## config.mk

```make
export PLATFORM = sky130hd
export DESIGN_NAME = uart_rx_ext_flat
export DESIGN_NICKNAME = d
export VERILOG_FILES = /design/src/rtl/uart_rx_ext_if.sv /design/src/rtl/uart_rx_ext.sv /design/src/flat_wrapper.sv
export SDC_FILE = /design/constraint.sdc
export NUM_CORES = 1
export LEC_CHECK = 0
export CAP_MARGIN = 25
export CORE_ASPECT_RATIO = 1.5
export CORE_MARGIN = 3
export CORE_UTILIZATION = 40
export CTS_CLUSTER_SIZE = 24
export DETAILED_ROUTE_END_ITERATION = 16
export PLACE_DENSITY = 0.62
export SLEW_MARGIN = 20
export SYNTH_ARGS = -nofsm -noshare
export SYNTH_HDL_FRONTEND = slang
export SYNTH_SLANG_ARGS = --single-unit
export TNS_END_PERCENT = 1
```

## constraint.sdc

```tcl
create_clock -name clk -period 4.2 [get_ports clk]
set_input_delay 0.84 -clock clk [delete_from_list [all_inputs] [get_ports clk]]
set_output_delay 0.84 -clock clk [all_outputs]
set_load 0.01 [all_outputs]
```

## src/rtl/uart_rx_ext_if.sv

```systemverilog
// Consumer-side bundle of the UART receiver: word, status flags and the
// valid/ready handshake. The receiver takes the master view.
interface uart_rx_ext_if #(
   parameter int DBIT = 8
);
   logic            rx_ready;
   logic [DBIT-1:0] data_out;
   logic            rx_valid;
   logic            rx_done_tick;
   logic            parity_err;
   logic            frame_err;
   logic            break_det;
   logic            overrun;

   modport master (
      input  rx_ready,
      output data_out, rx_valid, rx_done_tick,
      output parity_err, frame_err, break_det, overrun
   );

   modport slave (
      output rx_ready,
      input  data_out, rx_valid, rx_done_tick,
      input  parity_err, frame_err, break_det, overrun
   );
endinterface

```

## src/rtl/uart_rx_ext.sv

```systemverilog
// Oversampling UART receiver: two-flop input synchroniser, 3-sample majority
// vote per bit, optional parity, 1/2 stop bits, break detection and a
// valid/ready output register with overrun reporting.
module uart_rx_ext #(
   parameter int DBIT       = 8,
   parameter int OVERSAMPLE = 16,
   parameter int PARITY_EN  = 0,
   parameter int PARITY_ODD = 0,
   parameter int STOP_BITS  = 1
) (
   input  logic          clk,
   input  logic          reset,
   input  logic          rx,
   input  logic          s_tick,
   uart_rx_ext_if.master bus
);
   localparam int CW = $clog2(OVERSAMPLE);
   localparam logic [CW-1:0] C_MAX  = CW'(OVERSAMPLE - 1);
   localparam logic [CW-1:0] C_V1   = CW'(OVERSAMPLE - 2);
   localparam logic [CW-1:0] C_V0   = CW'(OVERSAMPLE - 3);
   localparam logic [CW-1:0] C_HALF = CW'(OVERSAMPLE / 2 - 1);
   localparam logic [3:0]    D_LAST = 4'(DBIT - 1);
   localparam logic [3:0]    S_LAST = 4'(STOP_BITS - 1);
   localparam logic          ODD    = (PARITY_ODD != 0);

   localparam logic [2:0] S_IDLE   = 3'd0;
   localparam logic [2:0] S_START  = 3'd1;
   localparam logic [2:0] S_DATA   = 3'd2;
   localparam logic [2:0] S_PARITY = 3'd3;
   localparam logic [2:0] S_STOP   = 3'd4;
   localparam logic [2:0] S_BRK    = 3'd5;

   logic            sync1_q, sync2_q, rx_s;
   logic [2:0]      state_q, state_d;
   logic [CW-1:0]   cnt_q, cnt_d;
   logic [3:0]      bcnt_q, bcnt_d;
   logic [DBIT-1:0] sr_q, sr_d;
   logic [1:0]      v_q, v_d;
   logic            perr_q, perr_d, pbit_q, pbit_d, fe_q, fe_d;
   logic            vbit, bit_done, done, brk;
   logic [DBIT-1:0] data_q;
   logic            valid_q, valid_d, tick_q, perr_o_q, fe_o_q, brk_o_q, ovr_q, ovr_d;

   assign rx_s     = sync2_q;
   // Majority of the two earlier samples and the live sample at the resolve point.
   assign vbit     = (v_q[0] & v_q[1]) | (v_q[0] & rx_s) | (v_q[1] & rx_s);
   assign bit_done = s_tick && (cnt_q == C_MAX);

   // Two-flop synchroniser; idles high so reset never looks like a start edge.
   always_ff @(posedge clk) begin
      if (reset) begin
         sync1_q <= 1'b1;
         sync2_q <= 1'b1;
      end else begin
         sync1_q <= rx;
         sync2_q <= sync1_q;
      end
   end

   // Frame sequencing: start qualification, bit windows, vote, checks.
   always_comb begin
      state_d = state_q;
      cnt_d   = cnt_q;
      bcnt_d  = bcnt_q;
      sr_d    = sr_q;
      v_d     = v_q;
      perr_d  = perr_q;
      pbit_d  = pbit_q;
      fe_d    = fe_q;
      done    = 1'b0;
      brk     = 1'b0;
      if (s_tick && cnt_q == C_V0) v_d[0] = rx_s;
      if (s_tick && cnt_q == C_V1) v_d[1] = rx_s;
      // Bit windows free-run once past START; wrap on the resolve tick.
      if ((state_q == S_DATA || state_q == S_PARITY || state_q == S_STOP) && s_tick)
         cnt_d = bit_done ? '0 : cnt_q + 1'b1;
      case (state_q)
         S_IDLE: begin
            cnt_d = '0;
            if (!rx_s) state_d = S_START;
         end
         S_START: begin
            if (rx_s) begin
               state_d = S_IDLE;
               cnt_d   = '0;
            end else if (s_tick) begin
               if (cnt_q == C_HALF) begin
                  // Mid start bit reached: later windows resolve mid-bit.
                  cnt_d   = '0;
                  bcnt_d  = '0;
                  fe_d    = 1'b0;
                  perr_d  = 1'b0;
                  pbit_d  = 1'b0;
                  state_d = S_DATA;
               end else begin
                  cnt_d = cnt_q + 1'b1;
               end
            end
         end
         S_DATA: begin
            if (bit_done) begin
               sr_d = {vbit, sr_q[DBIT-1:1]};
               if (bcnt_q == D_LAST) begin
                  bcnt_d  = '0;
                  state_d = (PARITY_EN != 0) ? S_PARITY : S_STOP;
               end else begin
                  bcnt_d = bcnt_q + 4'd1;
               end
            end
         end
         S_PARITY: begin
            if (bit_done) begin
               perr_d  = vbit ^ (^sr_q) ^ ODD;
               pbit_d  = vbit;
               state_d = S_STOP;
            end
         end
         S_STOP: begin
            if (bit_done) begin
               fe_d = fe_q | ~vbit;
               if (bcnt_q == S_LAST) begin
                  done    = 1'b1;
                  brk     = (sr_q == '0) && !pbit_q && fe_d;
                  cnt_d   = '0;
                  bcnt_d  = '0;
                  state_d = brk ? S_BRK : S_IDLE;
               end else begin
                  bcnt_d = bcnt_q + 4'd1;
               end
            end
         end
         S_BRK: begin
            cnt_d = '0;
            if (rx_s) state_d = S_IDLE;
         end
         default: state_d = S_IDLE;
      endcase
   end

   // Handshake: completion wins over accept; overrun only if the old word was lost.
   always_comb begin
      valid_d = valid_q;
      ovr_d   = ovr_q;
      if (done) begin
         valid_d = 1'b1;
         ovr_d   = valid_q & ~bus.rx_ready;
      end else if (valid_q && bus.rx_ready) begin
         valid_d = 1'b0;
      end
   end

   // Receiver state registers.
   always_ff @(posedge clk) begin
      if (reset) begin
         state_q <= S_IDLE;
         cnt_q   <= '0;
         bcnt_q  <= '0;
         sr_q    <= '0;
         v_q     <= '0;
         perr_q  <= 1'b0;
         pbit_q  <= 1'b0;
         fe_q    <= 1'b0;
      end else begin
         state_q <= state_d;
         cnt_q   <= cnt_d;
         bcnt_q  <= bcnt_d;
         sr_q    <= sr_d;
         v_q     <= v_d;
         perr_q  <= perr_d;
         pbit_q  <= pbit_d;
         fe_q    <= fe_d;
      end
   end

   // Output word, flags and handshake registers.
   always_ff @(posedge clk) begin
      if (reset) begin
         data_q   <= '0;
         valid_q  <= 1'b0;
         tick_q   <= 1'b0;
         perr_o_q <= 1'b0;
         fe_o_q   <= 1'b0;
         brk_o_q  <= 1'b0;
         ovr_q    <= 1'b0;
      end else begin
         valid_q <= valid_d;
         ovr_q   <= ovr_d;
         tick_q  <= done;
         if (done) begin
            data_q   <= sr_q;
            perr_o_q <= perr_q;
            fe_o_q   <= fe_d;
            brk_o_q  <= brk;
         end
      end
   end

   assign bus.data_out     = data_q;
   assign bus.rx_valid     = valid_q;
   assign bus.rx_done_tick = tick_q;
   assign bus.parity_err   = perr_o_q;
   assign bus.frame_err    = fe_o_q;
   assign bus.break_det    = brk_o_q;
   assign bus.overrun      = ovr_q;
endmodule

```

## src/flat_wrapper.sv

```systemverilog
// flat-port wrapper written by rule: the top's interface ports become plain ports
module uart_rx_ext_flat 
#(
   parameter int DBIT       = 8,
   parameter int OVERSAMPLE = 16,
   parameter int PARITY_EN  = 0,
   parameter int PARITY_ODD = 0,
   parameter int STOP_BITS  = 1
)
  (clk, reset, rx, s_tick, bus_rx_ready, bus_data_out, bus_rx_valid, bus_rx_done_tick, bus_parity_err, bus_frame_err, bus_break_det, bus_overrun);
  uart_rx_ext_if #(.DBIT(DBIT)) bus_i ();
  input  logic clk;
  input  logic reset;
  input  logic rx;
  input  logic s_tick;
  input wire logic [$bits(bus_i.rx_ready)-1:0] bus_rx_ready;
  output wire logic [$bits(bus_i.data_out)-1:0] bus_data_out;
  output wire logic [$bits(bus_i.rx_valid)-1:0] bus_rx_valid;
  output wire logic [$bits(bus_i.rx_done_tick)-1:0] bus_rx_done_tick;
  output wire logic [$bits(bus_i.parity_err)-1:0] bus_parity_err;
  output wire logic [$bits(bus_i.frame_err)-1:0] bus_frame_err;
  output wire logic [$bits(bus_i.break_det)-1:0] bus_break_det;
  output wire logic [$bits(bus_i.overrun)-1:0] bus_overrun;
  assign bus_i.rx_ready = bus_rx_ready;
  assign bus_data_out = bus_i.data_out;
  assign bus_rx_valid = bus_i.rx_valid;
  assign bus_rx_done_tick = bus_i.rx_done_tick;
  assign bus_parity_err = bus_i.parity_err;
  assign bus_frame_err = bus_i.frame_err;
  assign bus_break_det = bus_i.break_det;
  assign bus_overrun = bus_i.overrun;
  uart_rx_ext #(.DBIT(DBIT), .OVERSAMPLE(OVERSAMPLE), .PARITY_EN(PARITY_EN), .PARITY_ODD(PARITY_ODD), .STOP_BITS(STOP_BITS)) u_core (.clk(clk), .reset(reset), .rx(rx), .s_tick(s_tick), .bus(bus_i));
endmodule
```

==> images/wire_density.png <==
The die is cut into 13 by 19 equal tiles; white is low, dark blue is high, scaled to the fullest tile. Values are wire area over tile area, all layers added.
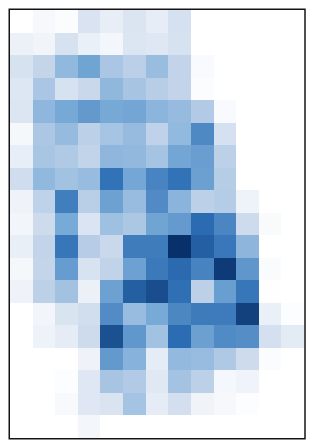
densest ninth of the die = middle
emptiest ninth of the die = top right
nearly empty tiles = 28%
tiles over half the peak = 21%
mean over tiles = 0.12
fullest tile = 0.46

==> images/pins.png <==
The bar under the picture is 20 µm long. Pins as bars across the die edge, other pins in grey.
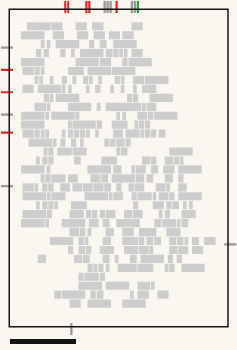
bus_frame_err -> green  # pins 1, direction output, edge top
bus_data_out -> red  # pins 8, direction output, edge 5 top, 3 left

==> impl_metrics.ini <==
; synthesis and place-and-route metrics
[cells_and_area]
clock_area_frac = 0.04646
fillers = 534
drive_above_1_share = 0.07581
logic_area_um2 = 1210
layout.cells.non_filler = 345
layout_top_cell = dfxtp_1

[sta]
drv_slew = 0
whs_ns = 0.4017
fin_crit_ns = 2.661
rsz0062_at_grt = no

[clock_network]
cts_setup_buffers = 0
cts.htree.levels = 2

[synth]
yosys_area_um2 = 2163
synth.most_common_cell = dfxtp_1
yosys.area_share.xor_xnor = 0.02371
syn_area_um2 = 2163
adder_share = 0.05726

[routing]
dr.pass1.iters = 4
top_layer = met4
drt-met1-wl_mm = 2.156
drtAntennaViolNets = 0
wl_mm = 4.932

[die]
fp_util = 0.4156

[critical_path]
slowest_stage = clkdlybuf4s50_1
startpoint = s_tick
r2r-end = u_core.state_q[1]

[pwr]
p_leak_nw = 0.8263
vdd_drop_max_v = 0.0002096

[min_path]
min_delay_worst_endpoint = u_core.rx_s
hold_path.class = register to register

[place]
place_congestion = 0.8412

[status]
status = completed
